Figure 1. Wire density map.
(6 px per µm) 12 x 12 tiles, from dark purple (low) to yellow (high), scaled to the fullest tile. Values are wire area over tile area, all layers added.
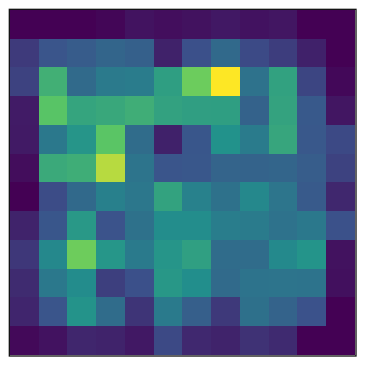
Figure 2. Placed cells, one color a class.
(8 px per µm)
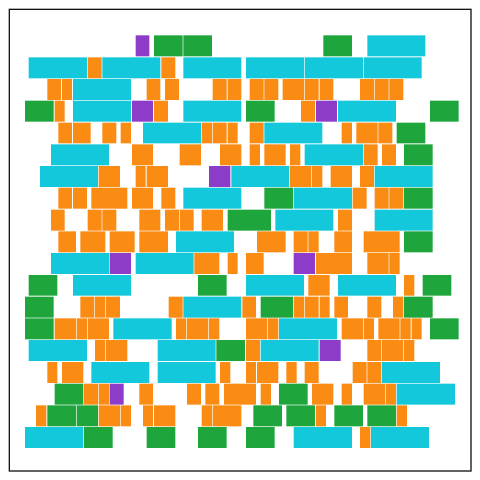
--- src/rtl/serial_add_ctrl.sv ---
// serial_add_ctrl: bit-serial adder sequencer.
// Two half_adder cells plus an OR form a 1-bit full-add slice. The FSM feeds
// that slice one operand bit per clock, LSB first, and holds the carry between
// bits. The result is collected into a WIDTH-bit register and published with
// a start/busy/done handshake.
// Optional feature: define SERIAL_ADD_OVF_EN to add the signed-overflow output ovf.

module half_adder (
    input  logic a,
    input  logic b,
    output logic s,
    output logic c
);
    assign s = a ^ b;
    assign c = a & b;
endmodule

module serial_add_ctrl #(
    parameter int WIDTH = 8
) (
    input  logic             clk,
    input  logic             rst,
    input  logic             start,
    input  logic [WIDTH-1:0] a,
    input  logic [WIDTH-1:0] b,
    input  logic             cin,
    output logic             busy,
    output logic             done,
    output logic [WIDTH-1:0] sum,
    output logic             cout
`ifdef SERIAL_ADD_OVF_EN
    ,
    output logic             ovf
`endif
);

    // Counter only has to reach WIDTH-1; sized for WIDTH+1 so it never wraps early.
    localparam int CW = $clog2(WIDTH + 1);
    localparam logic [CW-1:0] LAST_CNT = CW'(WIDTH - 1);

    typedef enum logic [1:0] {
        IDLE = 2'd0,
        RUN  = 2'd1,
        DONE = 2'd2
    } state_t;

    state_t           state_reg;
    logic [WIDTH-1:0] a_sh_reg;
    logic [WIDTH-1:0] b_sh_reg;
    logic [WIDTH-1:0] res_sh_reg;
    logic             carry_reg;
    logic [CW-1:0]    cnt_reg;

    logic             s1;
    logic             c1;
    logic             s2;
    logic             c2;
    logic             carry_next;
    logic [WIDTH-1:0] res_next;

    // Full-add slice: operand bits first, then fold in the held carry.
    half_adder u_ha_ops (
        .a (a_sh_reg[0]),
        .b (b_sh_reg[0]),
        .s (s1),
        .c (c1)
    );

    half_adder u_ha_carry (
        .a (s1),
        .b (carry_reg),
        .s (s2),
        .c (c2)
    );

    assign carry_next = c1 | c2;

    // New sum bit enters at the MSB so that after WIDTH shifts bit 0 sits at the LSB.
    generate
        if (WIDTH == 1) begin : g_res_single
            assign res_next = s2;
        end else begin : g_res_multi
            assign res_next = {s2, res_sh_reg[WIDTH-1:1]};
        end
    endgenerate

    // Sequencer: capture on start, one bit per RUN cycle, publish on the last bit.
    always_ff @(posedge clk) begin
        if (rst) begin
            state_reg  <= IDLE;
            a_sh_reg   <= '0;
            b_sh_reg   <= '0;
            res_sh_reg <= '0;
            carry_reg  <= 1'b0;
            cnt_reg    <= '0;
            busy       <= 1'b0;
            done       <= 1'b0;
            sum        <= '0;
            cout       <= 1'b0;
`ifdef SERIAL_ADD_OVF_EN
            ovf        <= 1'b0;
`endif
        end else begin
            case (state_reg)
                IDLE: begin
                    done <= 1'b0;
                    if (start) begin
                        a_sh_reg   <= a;
                        b_sh_reg   <= b;
                        res_sh_reg <= '0;
                        carry_reg  <= cin;
                        cnt_reg    <= '0;
                        busy       <= 1'b1;
                        state_reg  <= RUN;
                    end
                end
                RUN: begin
                    res_sh_reg <= res_next;
                    carry_reg  <= carry_next;
                    a_sh_reg   <= a_sh_reg >> 1;
                    b_sh_reg   <= b_sh_reg >> 1;
                    if (cnt_reg == LAST_CNT) begin
                        sum       <= res_next;
                        cout      <= carry_next;
`ifdef SERIAL_ADD_OVF_EN
                        // carry_reg here is the carry into the MSB position.
                        ovf       <= carry_reg ^ carry_next;
`endif
                        done      <= 1'b1;
                        state_reg <= DONE;
                    end else begin
                        cnt_reg <= cnt_reg + CW'(1);
                    end
                end
                DONE: begin
                    done      <= 1'b0;
                    busy      <= 1'b0;
                    state_reg <= IDLE;
                end
                default: begin
                    done      <= 1'b0;
                    busy      <= 1'b0;
                    state_reg <= IDLE;
                end
            endcase
        end
    end

endmodule

--- config.mk ---
export PLATFORM = sky130hd
export DESIGN_NAME = serial_add_ctrl
export DESIGN_NICKNAME = d
export VERILOG_FILES = /design/src/rtl/serial_add_ctrl.sv
export SDC_FILE = /design/constraint.sdc
export NUM_CORES = 1
export LEC_CHECK = 0
export CAP_MARGIN = 20
export CORE_UTILIZATION = 54
export CTS_CLUSTER_SIZE = 8
export DETAILED_ROUTE_END_ITERATION = 8
export PLACE_DENSITY = 0.82
export REMOVE_ABC_BUFFERS = 1
export SLEW_MARGIN = 5
export SYNTH_ARGS = -nofsm -noshare
export SYNTH_HDL_FRONTEND = slang
export SYNTH_HIERARCHICAL = 1
export SYNTH_SLANG_ARGS = --single-unit
--- constraint.sdc ---
create_clock -name clk -period 4.95 [get_ports clk]
set_clock_uncertainty 0.1 [all_clocks]
set_input_delay 0.99 -clock clk [delete_from_list [all_inputs] [get_ports clk]]
set_output_delay 0.99 -clock clk [all_outputs]
set_load 0.02 [all_outputs]
==> impl_metrics.env <==
# yosys + openroad results
export IMPL_power_mw=0.592
export IMPL_logic_family="AND-OR/OR-AND gates"
export IMPL_hold_depth=2
export IMPL_cp_num_cells=1
export IMPL_edf_count=0
export IMPL_p_seq_share_pct=59.6
export IMPL_routed_via_density=5.94
export IMPL_cp_max_fo=2
export IMPL_top_layer="met4"
export IMPL_p_comb_share_pct=12.9
export IMPL_crit_end="sum[3]"
export IMPL_crit_start="sum[3]$_SDFFE_PP0P_"
export IMPL_n_all_buffers=33
export IMPL_status="complete, but fails checks"
export IMPL_first_pass_iters=7
export IMPL_grt_use_met1_pct=29.0
export IMPL_wl_per_cell_um=14.0
export IMPL_drive_gt1_share_pct=6.36
export IMPL_switching_share_pct=26.9
export IMPL_finalHoldViolations=0
export IMPL_yosys_area_top_type="dfxtp_1"
export IMPL_synthCells=197
export IMPL_endpoint_kind="output pin"
export IMPL_layout_nets=242
export IMPL_whs_ns=0.369
export IMPL_n_clock_buffer=5
export IMPL_wl_met1_um=1600
export IMPL_openroad_warnings=25
export IMPL_wl_met2_um=1710
export IMPL_fmax_mhz=413
export IMPL_critPathTopFamily="buffers and inverters"
export IMPL_synth_chip_area_um2=1670
export IMPL_grt_pass1_vias=1410
export IMPL_clkPwrFrac_pct=27.5
export IMPL_ys_ff=41
export IMPL_yosysMostFrequentCell="dfxtp_1"
export IMPL_overflow=0
export IMPL_p_clk_mw=0.163
export IMPL_slowest_delay_ns=0.62
export IMPL_coreArea_um2=2830
export IMPL_syn_area_per_cell_um2=8.45
export IMPL_finalCritPeriodShare_pct=49.0
export IMPL_met3_length_um=176
export IMPL_area_leaders="dfxtp_1 49%, a21oi_1 8.4%, a211oi_1 6.8%"
export IMPL_h_tree_depth=2
export IMPL_postSynthSeqShare_pct=49.3
export IMPL_r2r_cells=3
export IMPL_tritoncts="done"
export IMPL_synth_xor_xnor_area_share_pct=0
export IMPL_maxSlewViolCount=0
export IMPL_dieArea_um2=3310
export IMPL_ant_nets=0
export IMPL_violations="design-rule violations"
export IMPL_worst_slew_pin_transition_ns=1.03
export IMPL_seq_cell_count=41
export IMPL_antenna_found_initial=0
export IMPL_gp_congestion=0.794
export IMPL_setup_tns_final_ns=0
export IMPL_yosysCellCount=197
export IMPL_period_needed_ns=2.42
export IMPL_async_flop_share_pct=0
export IMPL_register_area_um2=821
export IMPL_vdd_drop_max_mv=0.210
export IMPL_stdcell_count=251
export IMPL_nonClockInverterCount=1
export IMPL_crit_required_ns=3.86
export IMPL_clock_area_share_pct=2.73
export IMPL_final_comb_area_um2=767
export IMPL_mux_share_pct=0
export IMPL_final_cell_mix="41 x dfxtp_1, 30 x clkdlybuf4s50_1, 28 x a21oi_1, 25 x nor2_1, 16 x nand2_1"
export IMPL_clk_path_buf_depth=2
export IMPL_drc=1
export IMPL_place_inst=242
export IMPL_syn_to_final_growth_pct=21.3
export IMPL_top_power_group="registers"
export IMPL_busiest_layer="met2"
export IMPL_synth_adder_area_share_pct=2.25
export IMPL_synth_distinct_cells=29
export IMPL_fp_util_pct=58.9
export IMPL_grt_util_met2_pct=41.7
export IMPL_synth_simple_area_share_pct=18.9
export IMPL_cts_root_buf="clkbuf_4"
export IMPL_totalWireLength_um=3520
export IMPL_nFillCells=240
export IMPL_rows=19
export IMPL_grt_util_met3_pct=7.48
export IMPL_die_w_um=57.5
export IMPL_crit_arrival_ns=1.33
export IMPL_port_buffers=30
export IMPL_clkSinkCount=41
export IMPL_syn_area_um2=1670
export IMPL_clk_pin_slew_ns=0.13
export IMPL_seq_power_mw=0.353
export IMPL_aoi_share_pct=24.6
export IMPL_top_cell_area_share_pct=49.3
export IMPL_yosys_warnings=6
export IMPL_die_h_um=57.5
export IMPL_path_cells="clkdlybuf4s50_1"
export IMPL_worst_slack_ns=2.53
export IMPL_slew_headroom_pct=31.4
export IMPL_place_area_um2=1950
export IMPL_power_internal_mw=0.433
export IMPL_dominant_cells="registers"
export IMPL_cap_viol_max_count=0
export IMPL_whs_endpoint="carry_reg$_SDFFE_PP0P_"
export IMPL_seq_area_share_pct=40.6
export IMPL_top_cells_by_count="41 x dfxtp_1, 28 x a21oi_1, 25 x nor2_1"
export IMPL_layout_top_cell="dfxtp_1"
-- Figure 1 (at the start) --
- nearly empty tiles: 7.6%
- mean over tiles: 0.17
- tiles over half the peak: 20%

-- Figure 2 (at the start) --
- orange: all other logic (cells 138; share of their area 39%)
- cyan: flip-flops (cells 41; share of their area 41%)
- green: other buffers and delay cells (cells 33; share of their area 17%)
- purple: clock drivers and dummy loads (cells 8; share of their area 2.8%)

